**src/rtl/alu_pkg.sv**
```systemverilog
// Shared definitions for the ALU issue controller: opcodes, FSM states and
// small opcode classification helpers.
package alu_pkg;

    localparam logic [3:0] OP_ADD = 4'b0000;
    localparam logic [3:0] OP_SUB = 4'b0001;
    localparam logic [3:0] OP_MUL = 4'b0010;
    localparam logic [3:0] OP_DIV = 4'b0011;
    localparam logic [3:0] OP_MOD = 4'b0100;

    typedef enum logic [1:0] {
        ST_IDLE = 2'd0,
        ST_EXEC = 2'd1,
        ST_WAIT = 2'd2,
        ST_RESP = 2'd3
    } alu_issue_state_t;

    // Opcodes the ALU implements; anything above mod is rejected
    function automatic logic op_is_legal(input logic [3:0] op);
        return (op <= OP_MOD);
    endfunction

    // Operations that take the multicycle path through the ALU
    function automatic logic op_is_long(input logic [3:0] op);
        return (op == OP_MUL) || (op == OP_DIV) || (op == OP_MOD);
    endfunction

    // Operations whose second operand must be non-zero
    function automatic logic op_needs_divisor(input logic [3:0] op);
        return (op == OP_DIV) || (op == OP_MOD);
    endfunction

endpackage

```
**src/rtl/alu_issue_ctrl.sv**
```systemverilog
// Issue controller for the shared ALU: accepts one request at a time,
// drives the ALU operand/operation registers, waits for the result to
// settle, captures it and returns it with the request tag.
module alu_issue_ctrl
    import alu_pkg::*;
#(
    parameter int DATA_W      = 32,
    parameter int TAG_W       = 4,
    parameter int MULDIV_WAIT = 2
) (
    input  logic              clk,
    input  logic              rst_n,
    input  logic              req_valid,
    output logic              req_ready,
    input  logic [3:0]        req_op,
    input  logic [DATA_W-1:0] req_a,
    input  logic [DATA_W-1:0] req_b,
    input  logic [TAG_W-1:0]  req_tag,
    output logic [DATA_W-1:0] alu_reg1,
    output logic [DATA_W-1:0] alu_reg2,
    output logic [3:0]        alu_operation,
    input  logic [DATA_W-1:0] alu_out,
    output logic              resp_valid,
    input  logic              resp_ready,
    output logic [DATA_W-1:0] resp_data,
    output logic              resp_err,
    output logic [TAG_W-1:0]  resp_tag
);

    // Counter preload: WAIT is entered after EXEC, so one settle cycle is
    // already spent by the time the counter starts counting down.
    localparam logic [3:0] WAIT_LOAD = (MULDIV_WAIT > 0) ? 4'(MULDIV_WAIT - 1) : 4'd0;

    alu_issue_state_t state;
    alu_issue_state_t state_next;
    logic [3:0]       cnt;
    logic [3:0]       cnt_next;
    logic             accept_legal;
    logic             accept_err;
    logic             capture;
    logic             req_bad;

    assign req_ready  = (state == ST_IDLE);
    assign resp_valid = (state == ST_RESP);

    // Rejected requests: unknown opcode, or div/mod with a zero divisor
    assign req_bad = !op_is_legal(req_op) ||
                     (op_needs_divisor(req_op) && (req_b == '0));

    // Next-state logic plus the load strobes for the datapath registers
    always_comb begin
        state_next   = state;
        cnt_next     = cnt;
        accept_legal = 1'b0;
        accept_err   = 1'b0;
        capture      = 1'b0;
        case (state)
            ST_IDLE: begin
                if (req_valid) begin
                    if (req_bad) begin
                        accept_err = 1'b1;
                        state_next = ST_RESP;
                    end else begin
                        accept_legal = 1'b1;
                        state_next   = ST_EXEC;
                    end
                end
            end
            ST_EXEC: begin
                if (op_is_long(alu_operation) && (MULDIV_WAIT != 0)) begin
                    cnt_next   = WAIT_LOAD;
                    state_next = ST_WAIT;
                end else begin
                    capture    = 1'b1;
                    state_next = ST_RESP;
                end
            end
            ST_WAIT: begin
                if (cnt == 4'd0) begin
                    capture    = 1'b1;
                    state_next = ST_RESP;
                end else begin
                    cnt_next = cnt - 4'd1;
                end
            end
            ST_RESP: begin
                if (resp_ready) begin
                    state_next = ST_IDLE;
                end
            end
            default: begin
                state_next = ST_IDLE;
            end
        endcase
    end

    // State register and settle counter
    always_ff @(posedge clk) begin
        if (!rst_n) begin
            state <= ST_IDLE;
            cnt   <= 4'd0;
        end else begin
            state <= state_next;
            cnt   <= cnt_next;
        end
    end

    // ALU port registers only move on a legal accept so the ALU stays quiet
    always_ff @(posedge clk) begin
        if (!rst_n) begin
            alu_reg1      <= '0;
            alu_reg2      <= '0;
            alu_operation <= 4'd0;
        end else if (accept_legal) begin
            alu_reg1      <= req_a;
            alu_reg2      <= req_b;
            alu_operation <= req_op;
        end
    end

    // Response registers: tag at accept, data/err at capture or rejection
    always_ff @(posedge clk) begin
        if (!rst_n) begin
            resp_data <= '0;
            resp_err  <= 1'b0;
            resp_tag  <= '0;
        end else begin
            if (accept_legal || accept_err) begin
                resp_tag <= req_tag;
            end
            if (accept_err) begin
                resp_data <= '0;
                resp_err  <= 1'b1;
            end else if (capture) begin
                resp_data <= alu_out;
                resp_err  <= 1'b0;
            end
        end
    end

endmodule

```
**config.mk**
```make
export PLATFORM = sky130hd
export DESIGN_NAME = alu_issue_ctrl
export DESIGN_NICKNAME = d
export VERILOG_FILES = /design/src/rtl/alu_pkg.sv /design/src/rtl/alu_issue_ctrl.sv
export SDC_FILE = /design/constraint.sdc
export NUM_CORES = 1
export LEC_CHECK = 0
export CORE_ASPECT_RATIO = 0.5
export CORE_MARGIN = 4
export CORE_UTILIZATION = 44
export DETAILED_ROUTE_END_ITERATION = 10
export PLACE_DENSITY_LB_ADDON = 0.25
export SLEW_MARGIN = 25
export SYNTH_ARGS = -nofsm -noshare
export SYNTH_HDL_FRONTEND = slang
export SYNTH_SLANG_ARGS = --single-unit
export TNS_END_PERCENT = 10
```
**constraint.sdc**
```tcl
create_clock -name clk -period 4.8 [get_ports clk]
set_input_delay 0.96 -clock clk [delete_from_list [all_inputs] [get_ports clk]]
set_output_delay 0.96 -clock clk [all_outputs]
set_load 0.02 [all_outputs]
```
### Clock network drawn from the DEF

Scale: 2 px per micron.
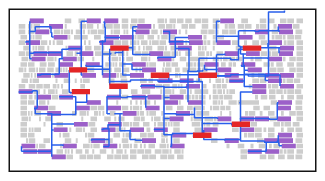
Key: purple = flip-flops [count 111]; red = clock drivers [count 9]; blue = clock wires [length 1300 microns]
There are 10 routed clock nets. Position of the flops: spread over the die.

### Placed cells, one colour a class

Scale: 2 px per micron.
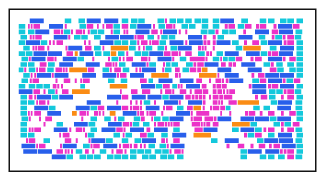
Key: cyan = remaining buffers and delay cells [cells 220, share of their area 32%]; orange = clock drivers and dummy loads [cells 16, share of their area 4.4%]; blue = sequential cells [cells 111, share of their area 32%]; magenta = combinational and other logic [cells 351, share of their area 32%]

### Cell outlines without signal wires

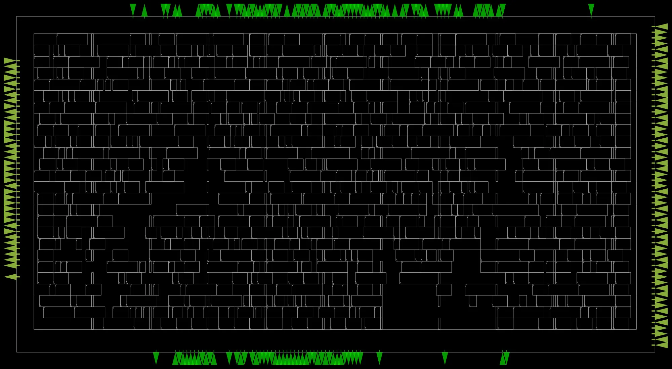
Finished Layout Cells: 838
Layout Utilization: 0.698

==> impl_metrics.tcl <==
# metrics dict for downstream scripts
set metrics [dict create \
    required_ns 5.01 \
    hold_path_class "reg2reg" \
    p_per_area_nw_per_um2 405 \
    critPathLaunch "req_b[8]" \
    filler_cell_count 828 \
    fp_util 0.451 \
    finalCriticalPeriod_ns 2.99 \
    finalSetupViolations 0 \
    drt-pass1-iter-count 4 \
    clk_pin_slew_ns 0.07 \
    area_growth_pct 54.6 \
    ant_nets 0 \
    dieWidth_microns 153 \
    combPwrFrac 0.348 \
    grt_pass1_wl_mm 19.8 \
    critPathKind "in2reg" \
    drc_errors 0 \
    syn_inst 497 \
    finalSetupTns_ns 0 \
    ir_drop_v 0.000214 \
    drv_slew 0 \
    boundaryPins 215 \
    crit_buf_inv 2 \
    lay_top_cells "clkdlybuf4s50_1 (213), nand2_1 (146), dfxtp_1 (111)" \
    finClkSkew_ns 0.00596 \
    wire_per_inst_microns 14.7 \
    arrival_ns 3.20 \
    ys_sh_simple 0.203 \
    rows 26 \
    p_int_mw 1.95 \
    drive_gt1_frac 0.0415 \
    drt_iter0_drc 145 \
    status "complete, no violations" \
    ys_seq_share 0.484 \
    power_switching_mw 0.927 \
    insertion_delay_ns 0.34 \
    synthAdderAreaFrac 0.0163 \
    yosys_area_sq_um 4600 \
    slew_headroom 0.538 \
    finalCritPeriodShare 0.623 \
    aoi_share 0.0329 \
    hp-start "alu_reg2[20]" \
    synth.area.mux_share 0.218 \
    end_kind "flop" \
    cts.repair.resized 0 \
    cts_buffers 9 \
    die_area_sq_um 12200 \
    swShare 0.322 \
]
==> routing by layer <==
| metal | wire length, microns | share of wire | global-route usage | up-vias |
|---|---|---|---|---|
| met5 | 0 | 0 | 0 | - |
| met4 | 207 | 0.017 | 0.0560 | 0 |
| met3 | 744 | 0.061 | 0.0581 | 19 |
| met2 | 5910 | 0.48 | 0.344 | 130 |
| met1 | 5420 | 0.44 | 0.243 | 1869 |
| li1 | - | - | - | 2082 |
==> area by class of cell <==
class                      count  area [sq um]  share of cell area
clock inverter                 7          80.1              0.0113
clock buffer                   9           225              0.0317
timing repair buffer         220          2180               0.307
sequential                   111          2220               0.313
inverter                       7          26.3             0.00370
multi-input combinational    344          2190               0.309
tap                          140           175              0.0247
==> flip-flops by register name (all words and copies together), names as in the netlist <==
register	count
alu_operation	4
alu_reg2	32
state	2
resp_data	32
resp_err	1
cnt	4
resp_tag	4
alu_reg1	32
==> worst min-delay path, cell delays in order, from the launching register on <==
cell and delay (ns):
dfxtp_1 0.31, nand2_1 0.05, mux2i_1 0.05
==> logic make-up after synthesis <==
kind of cell    count (synthesis)
fa+ha+maj                       6
flops                         111
buf+inv                        42
compound gates                 23
simple gates                  214
mux                           100
xor+xnor                        1
==> power groups by stage <==
stage / Sequential, mW / Combinational, mW / Clock (mW)
2_1_floorplan: 1.25 / 0.481 / 0
3_3_place_gp: 1.13 / 0.995 / 0
3_5_place_dp: 1.13 / 1.00 / 0
4_1_cts: 1.11 / 1.01 / 0.787
5_1_grt: 1.13 / 1.08 / 0.826
6_report: 1.11 / 1.00 / 0.765
==> metrics by stage <==
stage / std cells / area [sq um] / total power [mW]
global placement: 822 / 6800 / 2.12
CTS: 838 / 7110 / 2.91
finish: 838 / 7110 / 2.87
detailed placement: 822 / 6800 / 2.13
global route: 838 / 7110 / 3.04
floorplan: 497 / 4600 / 1.74
==> final timing paths <==
kind | endpoint | cells past startpoint
min | alu_reg2[20] | 2
max | alu_reg1[11] | 7
min reg2reg | alu_reg2[20] | 2
max reg2reg | alu_reg1[11] | 6
==> synth_stat cells <==
master,number,share of area
or4_1,1,0.0016
nor4_1,8,0.011
nor4_2,2,0.0054
a22oi_1,1,0.0016
buf_2,8,0.0087
a311oi_1,1,0.0019
nand4_1,1,0.0014
inv_1,7,0.0057
a32oi_1,1,0.0019
a21oi_1,9,0.0098
o21ai_1,1,0.0011
buf_4,3,0.0049
a222oi_1,1,0.0022
o221ai_1,1,0.0019
ha_1,6,0.016
or3_1,1,0.0014
dfxtp_1,111,0.48
nor3_1,33,0.036
a21boi_1,1,0.0016
nor2b_1,1,0.0014
nand3b_1,1,0.0016
a21o_1,1,0.0016
nand2b_1,2,0.0027
o211ai_1,1,0.0016
clkbuf_1,21,0.017
o21a_1,2,0.0033
buf_6,3,0.0074
or3b_1,2,0.0038
nor2_1,7,0.0057
nand4b_1,2,0.0038
mux2i_1,99,0.22
xor2_1,1,0.0019
mux2_2,1,0.0025
o311a_1,1,0.0022
nor3b_1,1,0.0016
o21ai_0,2,0.0022
or2_2,1,0.0014
nand3_1,5,0.0054
nand2_1,146,0.12
No activity file was given, so power comes from the tool's default toggle rates.
